===== src/rtl/uart_log_arbiter.sv =====
// AHB-Lite master sharing the UART Tx path among NUM_REQ byte-stream requesters.
// Round-robin arbitration per message, optional timestamp prefix, TXB credit polling.
module uart_log_arbiter #(
  parameter int unsigned NUM_REQ   = 4,
  parameter logic [31:0] UART_BASE = 32'h0000_0000,
  parameter bit          TS_PREFIX = 1'b1,
  parameter int unsigned POLL_GAP  = 16
) (
  input  logic                 clk,
  input  logic                 resetn,
  input  logic [NUM_REQ-1:0]   req_valid_i,
  input  logic [8*NUM_REQ-1:0] req_data_i,
  input  logic [NUM_REQ-1:0]   req_last_i,
  output logic [NUM_REQ-1:0]   req_ready_o,
  output logic [NUM_REQ-1:0]   grant_o,
  output logic                 busy_o,
  output logic [31:0]          ahbl_haddr_o,
  output logic [1:0]           ahbl_htrans_o,
  output logic                 ahbl_hwrite_o,
  output logic [2:0]           ahbl_hsize_o,
  output logic [2:0]           ahbl_hburst_o,
  output logic [31:0]          ahbl_hwdata_o,
  input  logic                 ahbl_hready_i,
  input  logic [31:0]          ahbl_hrdata_i,
  input  logic                 ahbl_hresp_i
);

  localparam int unsigned IdxW    = (NUM_REQ > 1) ? $clog2(NUM_REQ) : 1;
  localparam logic [31:0] AddrThr = UART_BASE;
  localparam logic [31:0] AddrTxb = UART_BASE + 32'h18;
  localparam logic [31:0] AddrTms = UART_BASE + 32'h2C;
  localparam logic [15:0] TsBytes = 16'd10;
  localparam logic [15:0] GapLast = 16'(POLL_GAP - 1);
  localparam logic [1:0]  HtIdle  = 2'b00;
  localparam logic [1:0]  HtNseq  = 2'b10;

  typedef enum logic [3:0] {
    StIdle, StArb, StTs, StTsData, StChk, StPoll, StPollData, StGap, StWr, StWrAddr, StWrData
  } state_e;

  state_e             state_q, state_d;
  logic [15:0]        credit_q, credit_d;
  logic [15:0]        gap_q, gap_d;
  logic [IdxW-1:0]    owner_q, owner_d;
  logic [IdxW-1:0]    rr_q, rr_d;
  logic [NUM_REQ-1:0] grant_q, grant_d;
  logic               ts_pend_q, ts_pend_d;
  logic [7:0]         byte_q, byte_d;
  logic               last_q, last_d;

  logic [IdxW-1:0]    pick, cand;
  logic               pick_vld;
  logic [15:0]        rd_credit;
  logic               unused_sig;

  assign rd_credit     = ahbl_hrdata_i[15:0];
  assign unused_sig    = ahbl_hresp_i ^ (^ahbl_hrdata_i[31:16]);
  assign ahbl_hsize_o  = 3'b010;
  assign ahbl_hburst_o = 3'b000;
  assign grant_o       = grant_q;
  assign busy_o        = (state_q != StIdle);

  // First valid requester at or after the round-robin pointer, wrapping.
  always_comb begin
    pick     = '0;
    pick_vld = 1'b0;
    cand     = '0;
    for (int unsigned i = 0; i < NUM_REQ; i++) begin
      cand = (32'(rr_q) + i >= NUM_REQ) ? IdxW'(32'(rr_q) + i - NUM_REQ) : IdxW'(32'(rr_q) + i);
      if (!pick_vld && req_valid_i[cand]) begin
        pick_vld = 1'b1;
        pick     = cand;
      end
    end
  end

  always_comb begin
    state_d       = state_q;
    credit_d      = credit_q;
    gap_d         = gap_q;
    owner_d       = owner_q;
    rr_d          = rr_q;
    grant_d       = grant_q;
    ts_pend_d     = ts_pend_q;
    byte_d        = byte_q;
    last_d        = last_q;
    req_ready_o   = '0;
    ahbl_htrans_o = HtIdle;
    ahbl_haddr_o  = '0;
    ahbl_hwrite_o = 1'b0;
    ahbl_hwdata_o = '0;
    case (state_q)
      StIdle: if (|req_valid_i) state_d = StArb;
      StArb: begin
        if (pick_vld) begin
          owner_d       = pick;
          grant_d       = '0;
          grant_d[pick] = 1'b1;
          ts_pend_d     = TS_PREFIX;
          state_d       = TS_PREFIX ? StTs : StChk;
        end else begin
          state_d = StIdle;
        end
      end
      StTs: begin
        if (credit_q < TsBytes) begin
          state_d = StPoll;
        end else begin
          ahbl_htrans_o = HtNseq;
          ahbl_haddr_o  = AddrTms;
          ahbl_hwrite_o = 1'b1;
          if (ahbl_hready_i) state_d = StTsData;
        end
      end
      StTsData: begin
        ahbl_hwdata_o = 32'd1;
        if (ahbl_hready_i) begin
          // TXB stays at 0 until the UART has queued the timestamp bytes.
          credit_d  = '0;
          ts_pend_d = 1'b0;
          state_d   = StPoll;
        end
      end
      StChk: begin
        if (credit_q == '0) state_d = StPoll;
        else if (req_valid_i[owner_q]) state_d = StWr;
      end
      StPoll: begin
        ahbl_htrans_o = HtNseq;
        ahbl_haddr_o  = AddrTxb;
        if (ahbl_hready_i) state_d = StPollData;
      end
      StPollData: begin
        if (ahbl_hready_i) begin
          credit_d = rd_credit;
          gap_d    = '0;
          if (rd_credit == '0 || (ts_pend_q && rd_credit < TsBytes)) state_d = StGap;
          else state_d = ts_pend_q ? StTs : StChk;
        end
      end
      StGap: begin
        if (gap_q >= GapLast) state_d = StPoll;
        else gap_d = gap_q + 16'd1;
      end
      StWr: begin
        // Byte is consumed here, even if the address phase has to be held.
        req_ready_o[owner_q] = 1'b1;
        byte_d        = req_data_i[{owner_q, 3'b000} +: 8];
        last_d        = req_last_i[owner_q];
        credit_d      = credit_q - 16'd1;
        ahbl_htrans_o = HtNseq;
        ahbl_haddr_o  = AddrThr;
        ahbl_hwrite_o = 1'b1;
        state_d       = ahbl_hready_i ? StWrData : StWrAddr;
      end
      StWrAddr: begin
        ahbl_htrans_o = HtNseq;
        ahbl_haddr_o  = AddrThr;
        ahbl_hwrite_o = 1'b1;
        if (ahbl_hready_i) state_d = StWrData;
      end
      StWrData: begin
        ahbl_hwdata_o = {24'b0, byte_q};
        if (ahbl_hready_i) begin
          if (last_q) begin
            rr_d    = (32'(owner_q) == NUM_REQ - 1) ? '0 : owner_q + 1'b1;
            grant_d = '0;
            state_d = StIdle;
          end else begin
            state_d = StChk;
          end
        end
      end
      default: state_d = StIdle;
    endcase
  end

  always_ff @(posedge clk or negedge resetn) begin
    if (!resetn) begin
      state_q   <= StIdle;
      credit_q  <= '0;
      gap_q     <= '0;
      owner_q   <= '0;
      rr_q      <= '0;
      grant_q   <= '0;
      ts_pend_q <= 1'b0;
      byte_q    <= '0;
      last_q    <= 1'b0;
    end else begin
      state_q   <= state_d;
      credit_q  <= credit_d;
      gap_q     <= gap_d;
      owner_q   <= owner_d;
      rr_q      <= rr_d;
      grant_q   <= grant_d;
      ts_pend_q <= ts_pend_d;
      byte_q    <= byte_d;
      last_q    <= last_d;
    end
  end

endmodule


===== config.mk =====
export PLATFORM = sky130hd
export DESIGN_NAME = uart_log_arbiter
export DESIGN_NICKNAME = d
export VERILOG_FILES = /design/src/rtl/uart_log_arbiter.sv
export SDC_FILE = /design/constraint.sdc
export NUM_CORES = 1
export LEC_CHECK = 0
export CAP_MARGIN = 25
export CORE_MARGIN = 2
export CORE_UTILIZATION = 42
export DETAILED_ROUTE_END_ITERATION = 8
export PLACE_DENSITY = 0.79
export SLEW_MARGIN = 20
export SYNTH_ARGS = -nofsm -noshare
export SYNTH_HDL_FRONTEND = slang
export SYNTH_SLANG_ARGS = --single-unit
export TNS_END_PERCENT = 20

===== constraint.sdc =====
create_clock -name clk -period 4.45 [get_ports clk]
set_input_delay 0.89 -clock clk [delete_from_list [all_inputs] [get_ports clk]]
set_output_delay 0.89 -clock clk [all_outputs]
set_load 0.02 [all_outputs]

==> qor.yml, run 1 <==
setup_path:
  arrival_ns: 2.53
  critical-path-max-stage-delay_ns: 0.64
  rrSetupSlack_ns: 1.85
  reg2reg_to: "state_q[1]"
  end_kind: "output pin"
detailed_routing:
  top_layer_used: "met4"
cells_and_area:
  fin_cells: 601
  regArea_mm2: 0.00135
  final_layout_top_logic_cells: "clkdlybuf4s50_1 (80), conb_1 (59), dfrtp_1 (54)"
  sh_seq_area: 0.295
  fillers: 793
global_route:
  antenna_found_initial: 0
  top_usage_layer: "met2"
yosys:
  ys_warn_count: 0
  avgSynthCellArea_um2: 9.09
  synth_area_mm2: 0.00386
  top_area_frac: 0.350
  flop_cell: "dfrtp_1"
  synth-edff-count: 0
  synthCells: 425
  topCombFamilyByArea: "simple AND/OR/NAND/NOR gates"
placement:
  place_hpwl_um: 6690
  routabilityCongestion: 0.883
clocking:
  clock_path_buffers: 2
  cts_buffers: 5
  cts_tree: "built"
die:
  pin_count: 158
  dieArea_mm2: 0.00998
pwr:
  power_frac_seq: 0.360
run_status:
  outcome: "finished clean"
sta:
  layout_min_cycle_time_ns: 3.42
  worst_pin_slew_ns: 0.940
  clock-skew-final_ns: 0.0119
flow_run:
  maxCapViolations: 0
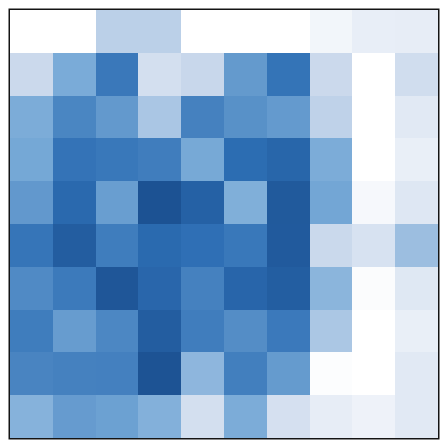
Fig. 1. Cell area per tile (run 1).
The die is cut into 10 by 10 equal tiles; white is low, dark blue is high, 0 to 100% covered.
mean over tiles	45%
nearly empty tiles	11%
fullest tile	86%
tiles over 75% full	15%
Pre-Place Util: 0.439
Core Region: 0.00881 mm2
post-layout util: 0.521

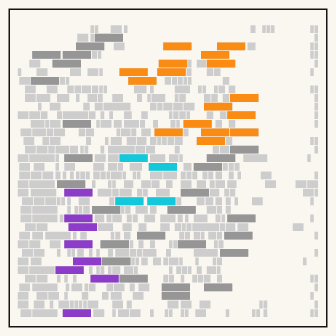
Fig. 2. Register map, names as in the netlist (run 1).
Other sequential cells in the stronger grey, the rest of the logic in the fainter grey.
colour	name in the netlist	placed flops
orange	`gap_q`	16
purple	`byte_q`	8
cyan	`state_q`	4

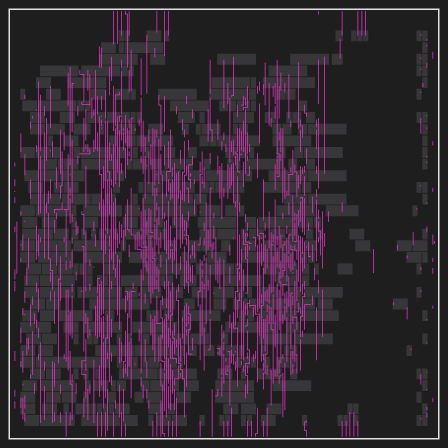
Fig. 3. The metal 2 layer (run 1).
longest straight run	30.9 um
nets with wire on the layer	494

==> run 2, diff against run 1 <==
==> constraint.sdc (replaced) <==
create_clock -name clk -period 3.15 [get_ports clk]
set_input_delay 0.63 -clock clk [delete_from_list [all_inputs] [get_ports clk]]
set_output_delay 0.63 -clock clk [all_outputs]
set_load 0.02 [all_outputs]
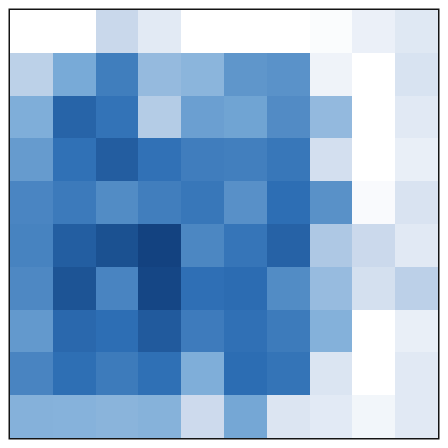
Fig. 4. Cell area per tile (run 2).
The die is cut into 10 by 10 equal tiles; white is low, dark blue is high, 0 to 100% covered.
tiles over 75% full	13%
nearly empty tiles	10%
fullest tile	93%
emptiest ninth of the die	north-east

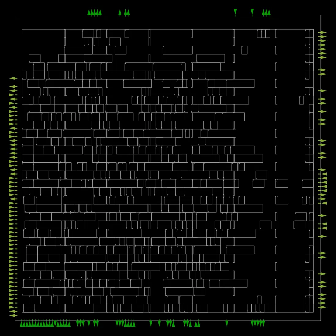
Fig. 5. Placement view (run 2).
Final Non-Filler Cells: 610
post-layout util: 0.534

==> qor.yml, run 2 <==
setup_path:
  rrSetupSlack_ns: 0.70  # -1.15 ns
  reg2reg_to: "state_q[3]"
  end_kind: "output pin"
  critical-path-max-stage-delay_ns: 0.64  # about the same
  arrival_ns: 2.38  # -0.15 ns
clocking:
  cts_tree: "built"
  clock_path_buffers: 2  # unchanged
die:
  coreArea_mm2: 0.00881  # unchanged
  pin_count: 158  # unchanged
  floorplan.core_util: 0.439  # unchanged
  dieArea_mm2: 0.00998  # unchanged
flow_run:
  maxCapViolations: 0  # unchanged
sta:
  layout_min_cycle_time_ns: 3.01
  worst_pin_slew_ns: 0.643  # -0.298 ns
  clock-skew-final_ns: 0.00871  # -0.00321 ns
yosys:
  avgSynthCellArea_um2: 9.09  # unchanged
  ys_warn_count: 0  # unchanged
cells_and_area:
  final_layout_top_logic_cells: "clkdlybuf4s50_1 (80), conb_1 (59), dfrtp_1 (54)"
run_status:
  outcome: "finished clean"
placement:
  place_hpwl_um: 6990  # +4.5%
detailed_routing:
  top_layer_used: "met4"
Power figures rest on the tool's default switching activity, not on a simulated workload.
